**src/rtl/sequenciador_pilha_pkg.sv**
```systemverilog
`default_nettype none
// ============================================================================
//  Module      : pilha_pkg
//  Description : Shared opcodes, FSM state type and occupancy width helper
//                for the operand-stack sequencer.
//  Revision    : 1.0 - initial release
// ============================================================================
package pilha_pkg;

    localparam logic [2:0] OP_NOP   = 3'd0;
    localparam logic [2:0] OP_PUSH  = 3'd1;
    localparam logic [2:0] OP_POP   = 3'd2;
    localparam logic [2:0] OP_DUP   = 3'd3;
    localparam logic [2:0] OP_SWAP  = 3'd4;
    localparam logic [2:0] OP_BINOP = 3'd5;

    typedef enum logic [2:0] {
        ST_IDLE  = 3'd0,
        ST_POP1  = 3'd1,
        ST_POP2  = 3'd2,
        ST_CAP   = 3'd3,
        ST_EXEC  = 3'd4,
        ST_PUSH1 = 3'd5,
        ST_PUSH2 = 3'd6,
        ST_DONE  = 3'd7
    } state_t;

    // Occupancy must represent 0..DEPTH inclusive.
    function automatic int cnt_w(input int depth);
        return $clog2(depth + 1);
    endfunction

endpackage
`default_nettype wire

```
**src/rtl/sequenciador_pilha_if.sv**
```systemverilog
`default_nettype none
// ============================================================================
//  Module      : sequenciador_pilha_if
//  Description : UC request/response, stack strobes and ULA operand bundle.
//  Revision    : 1.0 - initial release
// ============================================================================
interface sequenciador_pilha_if #(
    parameter int DEPTH = 16,
    parameter int DW    = 16,
    parameter int AW    = 32,
    parameter int CW    = pilha_pkg::cnt_w(DEPTH)
);
    logic          start;
    logic [2:0]    op;
    logic [DW-1:0] imm;
    logic          busy;
    logic          done;
    logic          err;
    logic [DW-1:0] result;
    logic [CW-1:0] count;
    logic          stk_push;
    logic          stk_pop;
    logic          stk_sel;
    logic [DW-1:0] stk_din_uc;
    logic [DW-1:0] stk_dout;
    logic [DW-1:0] stk_tos;
    logic [DW-1:0] alu_a;
    logic [DW-1:0] alu_b;
    logic [AW-1:0] alu_res;

    modport slave (
        input  start, op, imm, stk_dout, stk_tos, alu_res,
        output busy, done, err, result, count,
               stk_push, stk_pop, stk_sel, stk_din_uc, alu_a, alu_b
    );

    modport master (
        output start, op, imm, stk_dout, stk_tos, alu_res,
        input  busy, done, err, result, count,
               stk_push, stk_pop, stk_sel, stk_din_uc, alu_a, alu_b
    );
endinterface
`default_nettype wire

```
**src/rtl/sequenciador_pilha_contador.sv**
```systemverilog
`default_nettype none
// ============================================================================
//  Module      : contador_pilha
//  Description : Stack occupancy counter with full / empty / two-or-more flags.
//  Revision    : 1.0 - initial release
// ============================================================================
module contador_pilha
    import pilha_pkg::*;
#(
    parameter int DEPTH = 16,
    parameter int CW    = cnt_w(DEPTH)
) (
    input  wire logic          clk,
    input  wire logic          rst,
    input  wire logic          push,
    input  wire logic          pop,
    output      logic [CW-1:0] count,
    output      logic          full,
    output      logic          empty,
    output      logic          ge2
);

    logic [CW-1:0] count_q;
    logic [CW-1:0] count_d;

    always_comb begin
        count_d = count_q;
        if (push && !pop) begin
            count_d = count_q + CW'(1);
        end else if (pop && !push) begin
            count_d = count_q - CW'(1);
        end
    end

    always_ff @(posedge clk) begin
        if (rst) begin
            count_q <= '0;
        end else begin
            count_q <= count_d;
        end
    end

    assign count = count_q;
    assign full  = (count_q == CW'(DEPTH));
    assign empty = (count_q == '0);
    assign ge2   = (count_q >= CW'(2));

endmodule
`default_nettype wire

```
**src/rtl/sequenciador_pilha.sv**
```systemverilog
`default_nettype none
// ============================================================================
//  Module      : sequenciador_pilha
//  Description : Multi-cycle sequencer issuing push/pop strobes and ULA
//                operands for one stack opcode at a time.
//  Revision    : 1.0 - initial release
// ============================================================================
module sequenciador_pilha
    import pilha_pkg::*;
#(
    parameter int DEPTH = 16,
    parameter int DW    = 16
) (
    input  wire logic              clk,
    input  wire logic              rst,
    sequenciador_pilha_if.slave    bus
);

    localparam int CW = cnt_w(DEPTH);

    state_t        state_q, state_d;
    logic [2:0]    op_q, op_d;
    logic [DW-1:0] x_q, x_d;
    logic [DW-1:0] y_q, y_d;
    logic [DW-1:0] result_q, result_d;
    logic [DW-1:0] din_q, din_d;
    logic [DW-1:0] alu_a_q, alu_a_d;
    logic [DW-1:0] alu_b_q, alu_b_d;
    logic          busy_q, busy_d;
    logic          done_q, done_d;
    logic          err_q, err_d;
    logic          push_q, push_d;
    logic          pop_q, pop_d;
    logic          sel_q, sel_d;

    logic [CW-1:0] w_count;
    logic          w_full;
    logic          w_empty;
    logic          w_ge2;
    logic          w_legal;

    contador_pilha #(
        .DEPTH (DEPTH),
        .CW    (CW)
    ) u_contador (
        .clk   (clk),
        .rst   (rst),
        .push  (push_q),
        .pop   (pop_q),
        .count (w_count),
        .full  (w_full),
        .empty (w_empty),
        .ge2   (w_ge2)
    );

    // BINOP at full is legal: it pops two before pushing one.
    always_comb begin
        w_legal = 1'b0;
        case (bus.op)
            OP_NOP:   w_legal = 1'b1;
            OP_PUSH:  w_legal = !w_full;
            OP_POP:   w_legal = !w_empty;
            OP_DUP:   w_legal = !w_empty && !w_full;
            OP_SWAP:  w_legal = w_ge2;
            OP_BINOP: w_legal = w_ge2;
            default:  w_legal = 1'b0;
        endcase
    end

    always_comb begin
        state_d  = state_q;
        op_d     = op_q;
        x_d      = x_q;
        y_d      = y_q;
        result_d = result_q;
        din_d    = din_q;
        alu_a_d  = alu_a_q;
        alu_b_d  = alu_b_q;
        err_d    = 1'b0;

        case (state_q)
            ST_IDLE, ST_DONE: begin
                state_d = ST_IDLE;
                if (bus.start) begin
                    op_d = bus.op;
                    if (!w_legal) begin
                        state_d = ST_DONE;
                        err_d   = 1'b1;
                    end else begin
                        case (bus.op)
                            OP_PUSH: begin
                                state_d = ST_PUSH1;
                                din_d   = bus.imm;
                            end
                            OP_DUP: begin
                                state_d = ST_PUSH1;
                                din_d   = bus.stk_tos;
                            end
                            OP_POP, OP_SWAP, OP_BINOP: state_d = ST_POP1;
                            default:                   state_d = ST_DONE;
                        endcase
                    end
                end
            end
            ST_POP1: state_d = (op_q == OP_POP) ? ST_CAP : ST_POP2;
            ST_POP2: begin
                x_d     = bus.stk_dout;
                state_d = ST_CAP;
            end
            ST_CAP: begin
                case (op_q)
                    OP_POP: begin
                        result_d = bus.stk_dout;
                        state_d  = ST_DONE;
                    end
                    OP_SWAP: begin
                        y_d     = bus.stk_dout;
                        din_d   = x_q;
                        state_d = ST_PUSH1;
                    end
                    default: begin
                        alu_a_d = bus.stk_dout;
                        alu_b_d = x_q;
                        state_d = ST_EXEC;
                    end
                endcase
            end
            // Operands stay held through PUSH1 so din_ULA is stable at the write.
            ST_EXEC: state_d = ST_PUSH1;
            ST_PUSH1: begin
                if (op_q == OP_SWAP) begin
                    din_d   = y_q;
                    state_d = ST_PUSH2;
                end else begin
                    state_d = ST_DONE;
                end
            end
            ST_PUSH2: state_d = ST_DONE;
            default:  state_d = ST_IDLE;
        endcase

        busy_d = !((state_d == ST_IDLE) || (state_d == ST_DONE));
        done_d = (state_d == ST_DONE);
        push_d = (state_d == ST_PUSH1) || (state_d == ST_PUSH2);
        pop_d  = (state_d == ST_POP1) || (state_d == ST_POP2);
        sel_d  = (state_d == ST_PUSH1) && (op_d == OP_BINOP);
    end

    always_ff @(posedge clk) begin
        if (rst) begin
            state_q  <= ST_IDLE;
            op_q     <= OP_NOP;
            x_q      <= '0;
            y_q      <= '0;
            result_q <= '0;
            din_q    <= '0;
            alu_a_q  <= '0;
            alu_b_q  <= '0;
            busy_q   <= 1'b0;
            done_q   <= 1'b0;
            err_q    <= 1'b0;
            push_q   <= 1'b0;
            pop_q    <= 1'b0;
            sel_q    <= 1'b0;
        end else begin
            state_q  <= state_d;
            op_q     <= op_d;
            x_q      <= x_d;
            y_q      <= y_d;
            result_q <= result_d;
            din_q    <= din_d;
            alu_a_q  <= alu_a_d;
            alu_b_q  <= alu_b_d;
            busy_q   <= busy_d;
            done_q   <= done_d;
            err_q    <= err_d;
            push_q   <= push_d;
            pop_q    <= pop_d;
            sel_q    <= sel_d;
        end
    end

    assign bus.busy       = busy_q;
    assign bus.done       = done_q;
    assign bus.err        = err_q;
    assign bus.result     = result_q;
    assign bus.count      = w_count;
    assign bus.stk_push   = push_q;
    assign bus.stk_pop    = pop_q;
    assign bus.stk_sel    = sel_q;
    assign bus.stk_din_uc = din_q;
    assign bus.alu_a      = alu_a_q;
    assign bus.alu_b      = alu_b_q;

endmodule
`default_nettype wire

```
**src/flat_wrapper.sv**
```systemverilog
// flat-port wrapper written by rule: the top's interface ports become plain ports
module sequenciador_pilha_flat import pilha_pkg::*;
#(
    parameter int DEPTH = 16,
    parameter int DW    = 16
)
  (clk, rst, bus_start, bus_op, bus_imm, bus_stk_dout, bus_stk_tos, bus_alu_res, bus_busy, bus_done, bus_err, bus_result, bus_count, bus_stk_push, bus_stk_pop, bus_stk_sel, bus_stk_din_uc, bus_alu_a, bus_alu_b);
  sequenciador_pilha_if #(.DEPTH(DEPTH), .DW(DW), .AW(32)) bus_i ();
  input  wire logic clk;
  input  wire logic rst;
  input wire logic [$bits(bus_i.start)-1:0] bus_start;
  input wire logic [$bits(bus_i.op)-1:0] bus_op;
  input wire logic [$bits(bus_i.imm)-1:0] bus_imm;
  input wire logic [$bits(bus_i.stk_dout)-1:0] bus_stk_dout;
  input wire logic [$bits(bus_i.stk_tos)-1:0] bus_stk_tos;
  input wire logic [$bits(bus_i.alu_res)-1:0] bus_alu_res;
  output wire logic [$bits(bus_i.busy)-1:0] bus_busy;
  output wire logic [$bits(bus_i.done)-1:0] bus_done;
  output wire logic [$bits(bus_i.err)-1:0] bus_err;
  output wire logic [$bits(bus_i.result)-1:0] bus_result;
  output wire logic [$bits(bus_i.count)-1:0] bus_count;
  output wire logic [$bits(bus_i.stk_push)-1:0] bus_stk_push;
  output wire logic [$bits(bus_i.stk_pop)-1:0] bus_stk_pop;
  output wire logic [$bits(bus_i.stk_sel)-1:0] bus_stk_sel;
  output wire logic [$bits(bus_i.stk_din_uc)-1:0] bus_stk_din_uc;
  output wire logic [$bits(bus_i.alu_a)-1:0] bus_alu_a;
  output wire logic [$bits(bus_i.alu_b)-1:0] bus_alu_b;
  assign bus_i.start = bus_start;
  assign bus_i.op = bus_op;
  assign bus_i.imm = bus_imm;
  assign bus_i.stk_dout = bus_stk_dout;
  assign bus_i.stk_tos = bus_stk_tos;
  assign bus_i.alu_res = bus_alu_res;
  assign bus_busy = bus_i.busy;
  assign bus_done = bus_i.done;
  assign bus_err = bus_i.err;
  assign bus_result = bus_i.result;
  assign bus_count = bus_i.count;
  assign bus_stk_push = bus_i.stk_push;
  assign bus_stk_pop = bus_i.stk_pop;
  assign bus_stk_sel = bus_i.stk_sel;
  assign bus_stk_din_uc = bus_i.stk_din_uc;
  assign bus_alu_a = bus_i.alu_a;
  assign bus_alu_b = bus_i.alu_b;
  sequenciador_pilha #(.DEPTH(DEPTH), .DW(DW)) u_core (.clk(clk), .rst(rst), .bus(bus_i));
endmodule
```
**config.mk**
```make
export PLATFORM = sky130hd
export DESIGN_NAME = sequenciador_pilha_flat
export DESIGN_NICKNAME = d
export VERILOG_FILES = /design/src/rtl/sequenciador_pilha_pkg.sv /design/src/rtl/sequenciador_pilha_if.sv /design/src/rtl/sequenciador_pilha_contador.sv /design/src/rtl/sequenciador_pilha.sv /design/src/flat_wrapper.sv
export SDC_FILE = /design/constraint.sdc
export NUM_CORES = 1
export LEC_CHECK = 0
export CAP_MARGIN = 10
export CORE_AREA = 8 8 118 120
export DETAILED_ROUTE_END_ITERATION = 16
export DIE_AREA = 0 0 126 128
export PLACE_DENSITY_LB_ADDON = 0.15
export SLEW_MARGIN = 20
export SYNTH_ARGS = -nofsm -noshare
export SYNTH_HDL_FRONTEND = slang
export SYNTH_HIERARCHICAL = 1
export SYNTH_SLANG_ARGS = --single-unit
```
**constraint.sdc**
```tcl
create_clock -name clk -period 2 [get_ports clk]
set_input_delay 0.4 -clock clk [delete_from_list [all_inputs] [get_ports clk]]
set_output_delay 0.4 -clock clk [all_outputs]
set_load 0.02 [all_outputs]
```
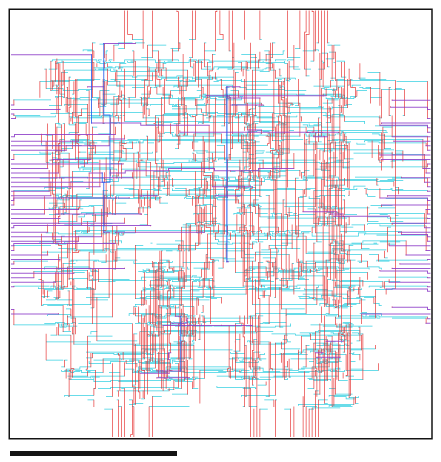
Fig. 1. Wiring by layer (run 1).
The bar under the picture is 50 um long.
legend:
  blue:
    layer: M4
    wire_length: 152 um
  purple:
    layer: M3
    wire_length: 1,420 um
  red:
    layer: M2
    wire_length: 6,780 um
  cyan:
    layer: M1
    wire_length: 7,180 um
Vias: 4,784
Routed WL: 15,500 um
wire per inst: 16.8 um
GRT Resource Usage Total: 19.7%

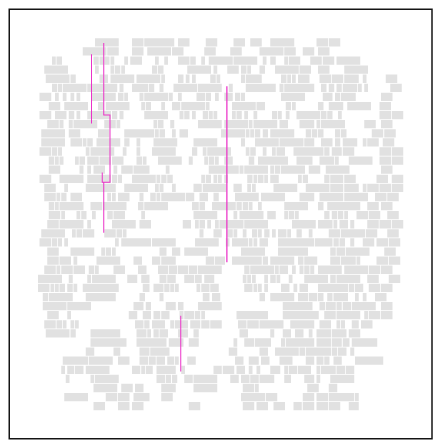
Fig. 2. M4 wires (run 1).
Cells faint in the background.
main direction: vertical
share of all routed wire: 0.98%
nets with wire on the layer: 3
wire length on this layer: 152 um
longest straight run: 52.4 um

==> results.yml, run 1 <==
# synthesis and place-and-route metrics
status:
  status: "complete, but fails checks"
  violations: "negative setup slack"
synth:
  ys.flops: 113
  ys_async_sr_fraction_pct: 0
  synth.net_count: 697
  postSynthAreaPerCell_um2: 8.10
cells_and_area:
  layout_top_cells_excl_fill_tap: "167 x nand2_1, 127 x clkdlybuf4s50_1, 108 x dfxtp_1"
  diodes: 0
  drive_gt1_share_pct: 16.1
  final_cells: 925
  layout_top_cell: "nand2_1"
pwr:
  power_density_nw_per_um2: 1220
  netSwitchingFraction_pct: 32.0
  p_leak_nw: 2.71
  pg_seq_mw: 2.78
  powerComb_mw: 2.99
  p_clk_share_pct: 36.3
  clk-power_mw: 3.29
route:
  drc: 0
  drt_pass1_iterations: 5
  met2WireLength_um: 6780
setup_path:
  path_max_fanout: 4
  crit_end: "u_core/bus.busy$_SDFF_PP0_"
  critical-path-top-delay-family: "AND-OR/OR-AND gates"
  cpPeakStageDelay_ps: 520
  critPathKind: "flop to flop"
  cp.required_ps: 2300
  startpoint: "u_core/u_contador/count[2]$_SDFFE_PP0P_"
  cp-start-kind: "flop"
global_routing:
  overflow: 0
  grt_busiest_layer: "met2"
  use_met3_pct: 7.82
cts:
  cts_made_buffers: 17
  post_cts_buffers: 5
final_timing:
  setup_violations: 1
  fin_ws_ps: -43.1
  skew_ps: 4.91
  tightest_slew_ps: 840
  report.final.slew_viol_count: 0
  final.period_utilization_pct: 102
  hold_ws_ps: 214
  fmax_ghz: 0.489
run:
  drv_cap: 0
floorplanning:
  core_um2: 12200
  io-pin-count: 161
placed_design:
  dpl.cell_count: 886
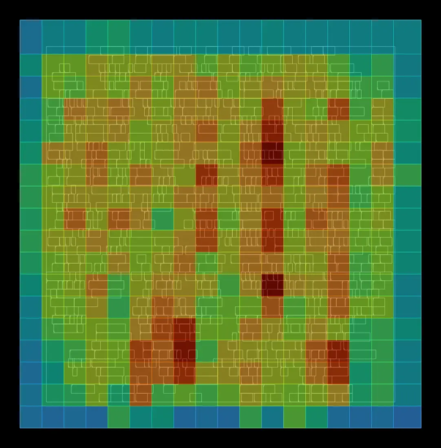
Fig. 3. Routing congestion map (run 1).
met1 GRT Util: 25.0%
post-layout util: 60.8%
global routing met2 resource utilization: 30.2%

run 1: synth_stat cells (all sizes together), types with 3 or more instances:
| master | n | area [um2] |
|---|---|---|
| mux2i | 18 | 180 |
| a211oi | 18 | 185 |
| o21ai | 22 | 110 |
| nand2 | 168 | 638 |
| inv | 23 | 86.3 |
| clkbuf | 34 | 128 |
| nand2b | 4 | 25.0 |
| nand4 | 3 | 18.8 |
| a21oi | 103 | 515 |
| and2 | 3 | 21.3 |
| dfxtp | 113 | 2260 |
| nor4 | 4 | 25.0 |
| buf | 9 | 62.6 |
| nor2 | 16 | 60.1 |
| ha | 4 | 50.1 |
| o2111ai | 3 | 43.8 |
| a21o | 3 | 22.5 |
| a22oi | 17 | 128 |
run 1: sequential cells by signal (all words and copies together), names as in the netlist:
signal and flops:
u_core/bus.alu_a 16, u_core/bus.alu_b 16, u_core/bus.result 16, u_core/bus.stk_din_uc 16, u_core/x_q 16, u_core/y_q 16
u_core/u_contador/count 5, u_core/op_q 3, u_core/state_q 3, u_core/bus.busy 1, u_core/bus.done 1, u_core/bus.err 1
u_core/bus.stk_pop 1, u_core/bus.stk_push 1, u_core/bus.stk_sel 1
run 1: stage by stage:
step	instance area, um2	setup TNS [ps]	util, %	power (mW)
finish	7420	-43.1	60.8	9.06
CTS	7360	-15.7	60.2	9.01
floorplan	4910	0	-	4.41
detailed placement	6590	-5500	53.9	5.59
global route	7420	-925	60.8	9.52
global placement	6590	-5050	53.9	5.57
run 1: final cells by class:
| class | count | area, um2 |
|---|---|---|
| clock inverter | 8 | 148 |
| fill | 1106 | 4790 |
| sequential | 113 | 2270 |
| inverter | 23 | 86.3 |
| tap | 150 | 188 |
| multi-input combinational | 428 | 2470 |
| timing repair buffer | 179 | 1750 |
| clock buffer | 24 | 502 |
Fig. 4: run 1, clock network drawn from the DEF
The bar under the picture is 50 um long.
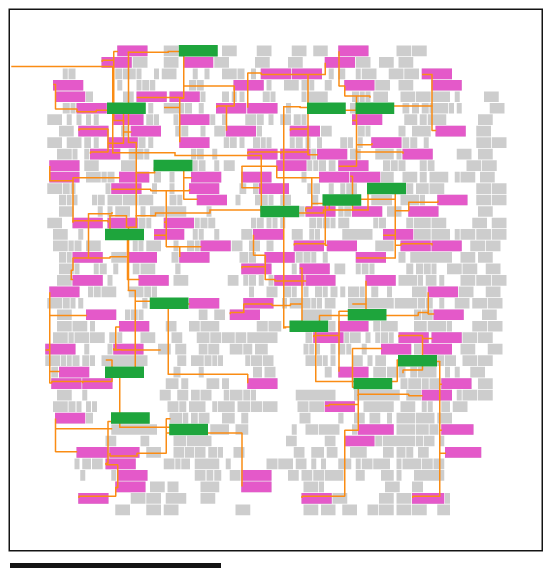

==> run 2, diff against run 1 <==
Settings changed: GPL_ROUTABILITY_DRIVEN from default to 0, HOLD_SLACK_MARGIN from default to 0.15.
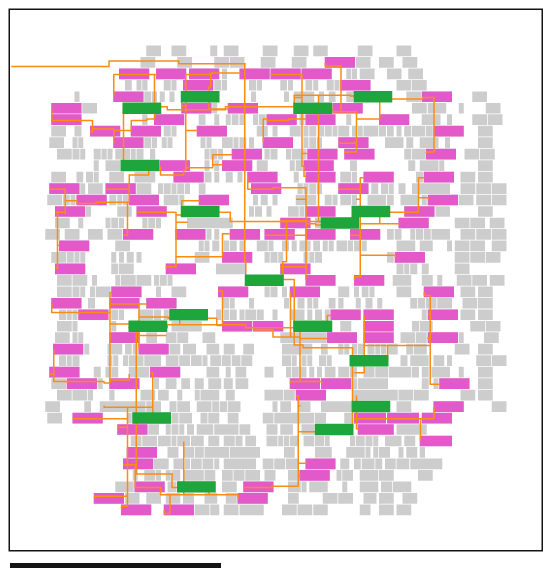
Fig. 5. Clock network drawn from the DEF (run 2).
The bar under the picture is 50 um long.
legend:
  orange:
    item: clock wires
    length: 1,460 um
  green:
    item: clock-net drivers
    count: 17
  magenta:
    item: flip-flops
    count: 113
routed clock nets: 18
clk_skew: 5.51 ps
clk ins delay skew pair: 410 ps
Clk network pwr share: 35.5%
Clk power: 3.24 mW

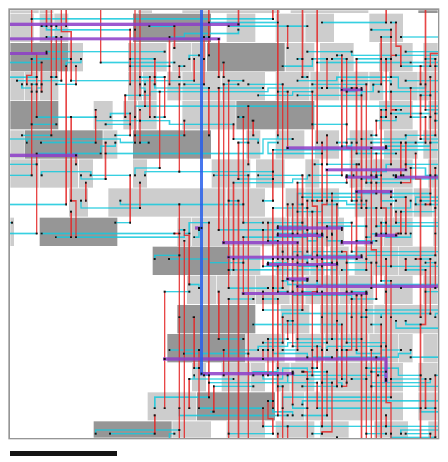
Fig. 6. A small window of the routed layout (run 2).
The bar under the picture is 10 um long. Region (12, 12) to (52, 52) um. Cells in gray, sequential cells in the stronger gray; small squares are vias.
legend:
  red:
    layer: M2
  blue:
    layer: M4
  cyan:
    layer: M1
  purple:
    layer: M3
cells with their middle in the window: 120
most frequent: buf_4 (18), nand2_1 (15), dfxtp_1 (13)
sequential cells in the window: 13
netlist names of flops here include: u_core/bus.alu_a (4), u_core/op_q (3), u_core/bus.result (2)

==> run 2 against run 1 <==
Effect of this change: the flow still finishes with violations (negative setup slack); global-route usage shrank 1.0 points; synthesized cell count is the same; area after synthesis is the same; sequential share of layout area shrank 0.087 points; hold slack gained 6.4 ps; critical path type unchanged; worst setup slack gained 21 ps; via count grew 0.88%; routed wire length shrank 1.2%; cell count shrank 0.32%; clock power shrank 2%.
==> results.yml, run 2 <==
# synthesis and place-and-route metrics
floorplanning:
  io-pin-count: 161
  core_um2: 12200
cells_and_area:
  final_cells: 922
  layout_top_cell: "nand2_1"
  multiInputGateArea_um2: 2520
  drive_gt1_share_pct: 16.5
  fillers: 1102
  diodes: 0
final_timing:
  fin_ws_ps: -22.5
  setup_violations: 3
  final.setup.tns_ps: -53.5
  final.period_utilization_pct: 101
  tightest_slew_ps: 643
setup_path:
  cp.required_ps: 2280
  critical-path-top-delay-family: "simple AND/OR/NAND/NOR gates"
  cp-start-kind: "flop"
  critPathKind: "flop to flop"
cts:
  cts_tree: "yes"
  cts_made_buffers: 17
synth:
  synth.net_count: 697
  top_cell: "nand2_1"
  top_area_share_pct: 46.1
  ys_async_sr_fraction_pct: 0
  ys.flops: 113
  ys_sh_simple_pct: 19.4
  yosysTopAreaCell: "dfxtp_1"
  area_leaders: "dfxtp_1 46%, nand2_1 13%, a21oi_1 11%, mux2i_1 3.7%, a22oi_1 2.6%"
  postSynthAreaPerCell_um2: 8.10
route:
  drt_pass1_iterations: 8
  wl_per_cell_um: 16.6
  vias: 4826
  met2WireLength_um: 6650
global_routing:
  use_met3_pct: 7.90
  met1_usage_pct: 23.7
  antenna_found_initial: 0
  overflow: 0
status:
  violations: "negative setup slack"
  status: "complete, but fails checks"
run:
  tool_warnings: 60
pwr:
  p_leak_nw: 2.69
  power_density_nw_per_um2: 1230
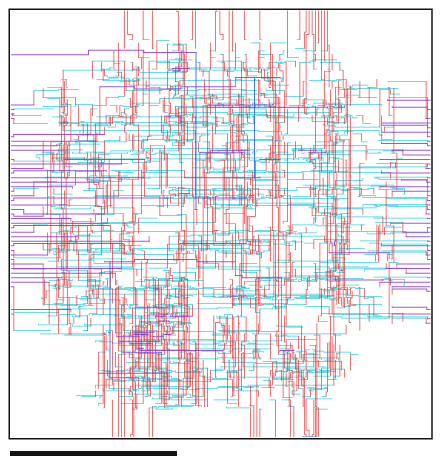
Fig. 7. Wiring by layer (run 2).
The bar under the picture is 50 um long.
legend:
  cyan:
    layer: M1
    wire_length: 7,050 um
  purple:
    layer: M3
    wire_length: 1,530 um
  blue:
    layer: M4
    wire_length: 112 um
  red:
    layer: M2
    wire_length: 6,650 um
GRT Resource Usage Total: 18.7%
Routed WL: 15,300 um

run 2: timing repair:
item	in CTS	in global routing
setup buffers	5	3
gates cloned	0	2
gates resized	8	23
pin swaps	4	27
endpoints found under the setup margin	18	35
run 2: worst max-delay path by stage:
| stage | cells after the start | startpoint | end | slack (ps) |
|---|---|---|---|---|
| after floorplan | 8 | u_core/u_contador/count[1]$_SDFFE_PP0P_ | u_core/bus.stk_din_uc[10]$_SDFFE_PP0P_ | 6 |
| after global placement | 5 | bus_op[0] | u_core/bus.busy$_SDFF_PP0_ | -250 |
| after detailed placement | 5 | bus_op[2] | u_core/bus.busy$_SDFF_PP0_ | -320 |
| after CTS | 9 | u_core/u_contador/count[1]$_SDFFE_PP0P_ | u_core/bus.stk_din_uc[2]$_SDFFE_PP0P_ | -1 |
| after global routing | 7 | u_core/u_contador/count[2]$_SDFFE_PP0P_ | u_core/bus.stk_pop$_SDFF_PP0_ | -80 |
| final | 7 | u_core/u_contador/count[2]$_SDFFE_PP0P_ | u_core/state_q[2]$_SDFF_PP0_ | -20 |
run 2: stage by stage:
stage / cell area (um2) / hold slack, ps / total power [mW]
2_1_floorplan: 4910 / 436 / 4.41
3_3_place_gp: 6560 / 442 / 5.49
3_5_place_dp: 6560 / 445 / 5.57
4_1_cts: 7290 / 203 / 8.95
5_1_grt: 7430 / 222 / 9.56
6_report: 7430 / 220 / 9.13
run 2: cell type report:
type / count / area share [%]
multi-input cells: 428 / 33.9
flip-flops and latches: 113 / 30.5
repair buffers: 176 / 23.2
clock buffers: 24 / 6.62
well taps: 150 / 2.53
clock inverters: 8 / 2.02
inverters: 23 / 1.16
run 2: report_power, final:
group / switching [mW] / internal [mW]
Sequential: 0.240 / 2.55
Combinational: 1.69 / 1.42
Clock: 1.02 / 2.22
Fig. 8: run 2, pin placement
Pins as bars across the die edge, other pins in gray.
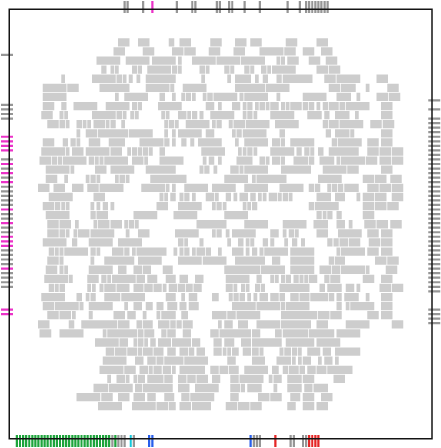

==> run 3, diff against run 2 <==
Settings changed: CORE_AREA 8 8 118 120 to 8 8 123 114, DIE_AREA 0 0 126 128 to 0 0 131 122, SLEW_MARGIN 20 to default.
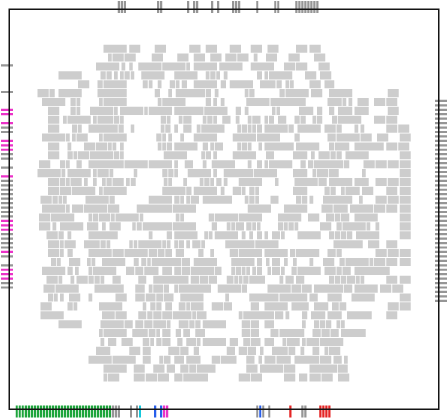
Fig. 9. Pin placement (run 3).
Pins as bars across the die edge, other pins in gray.
legend:
  cyan:
    port: bus_stk_sel
    pins: 1
    direction: output
    edge: bottom
  blue:
    port: bus_op
    pins: 3
    direction: input
    edge: bottom
  green:
    port: bus_alu_res
    pins: 32
    direction: input
    edge: bottom
  red:
    port: bus_count
    pins: 5
    direction: output
    edge: bottom
  magenta:
    port: bus_result
    pins: 16
    direction: output
    edge: 14 left, 2 bottom
all pins by edge: 53 bottom, 46 right, 38 left, 24 top
Die Y: 122 um
Die X: 131 um
IO buf count: 128

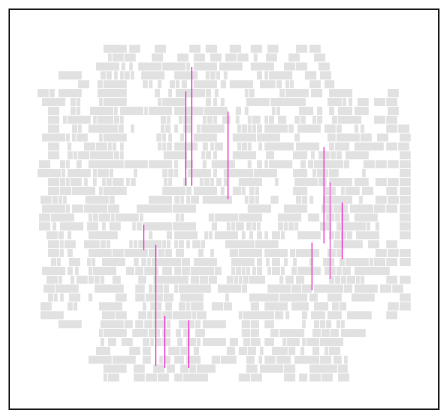
Fig. 10. M4 wires (run 3).
Cells faint in the background.
wire length on this layer: 255 um
nets with wire on the layer: 8
Routed WL: 15,400 um
Vias: 4,858

==> run 3 against run 2 <==
Effect of this change: the flow still finishes with violations (negative setup slack); clock-buffer cell count down 2; critical path depth shrank 2; critical endpoint is now u_core/bus.busy$_SDFF_PP0_; synthesized cell count did not move; sequential share of layout area rose by 0.28 points; register-to-register slack is essentially flat; total power increased by 0.27%; final area fell by 0.76%; sequential power is essentially flat; combinational power is 3% lower; utilization up 1.4 points; non-clock buffer count is 7 lower.
==> results.yml, run 3 <==
# synthesis and place-and-route metrics
cells_and_area:
  fillers: 993
  multiInputGateArea_um2: 2500
  clockBufferCount: 22
  buf_share_pct: 22.4
  fin_area_um2: 7370
  final_nets: 843
  diodes: 0
  drive_gt1_share_pct: 15.1
  inv_count: 23
  final_cells: 924
  area_delta_synth_final_pct: 50.3
  regArea_um2: 2270
  logic_gates: 428
  clkCellAreaFrac_pct: 8.98
  dominant_cells: "combinational gates"
  buffers: 169
  seq_share_pct: 30.8
  ff_count: 113
  layout_top_cells_excl_fill_tap: "165 x nand2_1, 127 x clkdlybuf4s50_1, 108 x dfxtp_1"
  layout_top_cell: "nand2_1"
  comb_area_share_pct: 33.9
setup_path:
  arrival_ps: 2310
  slowest_stage: "or4_4"
  cpPeakStageDelay_ps: 550
  cp.required_ps: 2300
  critical-path-top-delay-family: "simple AND/OR/NAND/NOR gates"
  critPathBufInv: 0
  cp-start-kind: "flop"
  path_max_fanout: 4
  worstSetupEndpointType: "flop"
  worstPathCellList: "or4_4 -> nand3b_1 -> a41oi_2 -> a211o_1 -> o311a_1"
  critPathKind: "flop to flop"
status:
  status: "complete, but fails checks"
  violations: "negative setup slack"
cts:
  cts_sinks: 113
  cts-htree-levels: 4
  clock_latency_ps: 410
  clock_tree.root_cell: "clkbuf_16"
  cts_tree: "yes"
  hold_buffers: 0
  clkSlewWorstSetupHoldPaths_ps: 50
  cts_made_buffers: 17
synth:
  ys.flops: 113
  syn_area_um2: 4910
  top_area_share_pct: 46.1
  top_cell: "nand2_1"
  common_cells: "167 x nand2_1, 113 x dfxtp_1, 103 x a21oi_1"
  synth.net_count: 697
  ys_seq_share_pct: 46.1
  syn_inst: 606
  ys_async_sr_fraction_pct: 0
  area_leaders: "dfxtp_1 46%, nand2_1 13%, a21oi_1 11%, mux2i_1 3.7%, a22oi_1 2.6%"
  synth_warnings: 6
  postSynthAreaPerCell_um2: 8.10
  edf_count: 0
  yosysTopAreaCell: "dfxtp_1"
final_timing:
  fmax_ghz: 0.496
  finalCriticalPeriod_ps: 2020
  hold_ws_ps: 422
  rsz0062_at_grt: "true"
  tightest_slew_ps: 714
  setup_violations: 1
  final.period_utilization_pct: 101
  final.setup.tns_ps: -17.3
  finalHoldViolations: 0
  skew_ps: 6.92
  report.final.slew_viol_count: 0
  fin_ws_ps: -17.3
global_routing:
  overflow: 0
  antenna_found_initial: 0
  grt_first_pass_wirelength_um: 23400
route:
  antenna_left: 0
  vias_per_cell: 5.26
  drt_pass1_iterations: 5
floorplanning:
  rows: 38
  core_um2: 11800
  chip_area_um2: 16000
  io-pin-count: 161
  nWellTaps: 160
worst_hold_path:
  hold_class: "input port to flop"
pwr:
  p_leak_nw: 2.66
  total_power_mw: 9.16
  power_density_nw_per_um2: 1240
placed_design:
  placed_cell_area_um2: 6530
  dpl.cell_count: 888
run:
  drv_cap: 0
  tool_warnings: 59
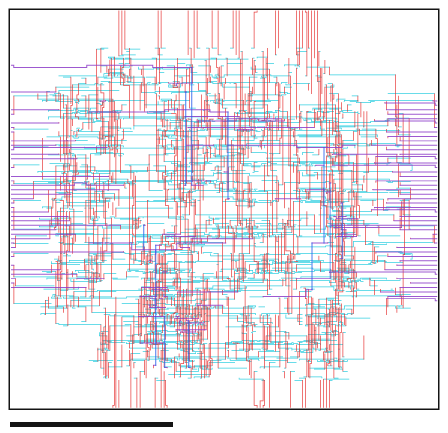
Fig. 11. Wiring by layer (run 3).
The bar under the picture is 50 um long.
legend:
  blue:
    layer: M4
    wire_length: 255 um
  cyan:
    layer: M1
    wire_length: 6,730 um
  red:
    layer: M2
    wire_length: 6,700 um
  purple:
    layer: M3
    wire_length: 1,750 um
GRT Resource Usage Total: 18.7%
wire per inst: 16.7 um

run 3: cell count changes in the layout (fill, tap and decap cells not counted), sizes merged:
| cell | change |
|---|---|
| clkbuf | -2 |
| clkinvlp | +2 |
| bufinv | +1 |
| buf | -7 |
| clkinv | -2 |
run 3: per-layer routing:
layer / part of all wire (%) / GRT usage, %
met1: 44 / 24.2
met2: 43 / 27.5
met3: 11 / 7.78
met4: 1.7 / 6.24
met5: 0 / 0
run 3: worst reg2reg max path, delay by kind of cell, from the launching register on:
family / cells / cell delay [ps]
AOI/OAI and AO/OA: 3 / 770
DFF: 1 / 360
and+or+nand+nor: 2 / 770
run 3: cells by family (layout without fill, tap and decap cells):
kind of cell	Yosys count	in the layout	synth area share (%)
xor+xnor	3	3	0.536
flops	113	113	46.1
buf+inv	66	223	5.63
simple gates	219	220	19.4
compound gates	181	181	23.0
fa+ha+maj	5	5	1.43
mux	19	19	3.90
run 3: final timing paths:
check	start	endpoint	slack, ps	cells after the start
hold reg to reg	u_core/y_q[9]$_SDFFE_PP0P_	u_core/y_q[9]$_SDFFE_PP0P_	450	2
setup reg to reg	u_core/u_contador/count[2]$_SDFFE_PP0P_	u_core/bus.busy$_SDFF_PP0_	-20	5
hold / removal	rst	u_core/state_q[0]$_SDFF_PP0_	420	2
setup / recovery	u_core/u_contador/count[2]$_SDFFE_PP0P_	u_core/bus.busy$_SDFF_PP0_	-20	5
run 3: what timing repair did:
item                                    CTS  global route
gates cloned                              0             2
pin swaps                                 3            26
resized                                   5            25
endpoints found under the setup margin   17            27
setup buffers                             2             3
run 3: where the power goes:
part / switching (mW) / internal (mW)
Sequential: 0.246 / 2.55
Combinational: 1.64 / 1.37
Clock: 1.02 / 2.33
Total: 2.90 / 6.26
Power is estimated from default activity; no workload was simulated.
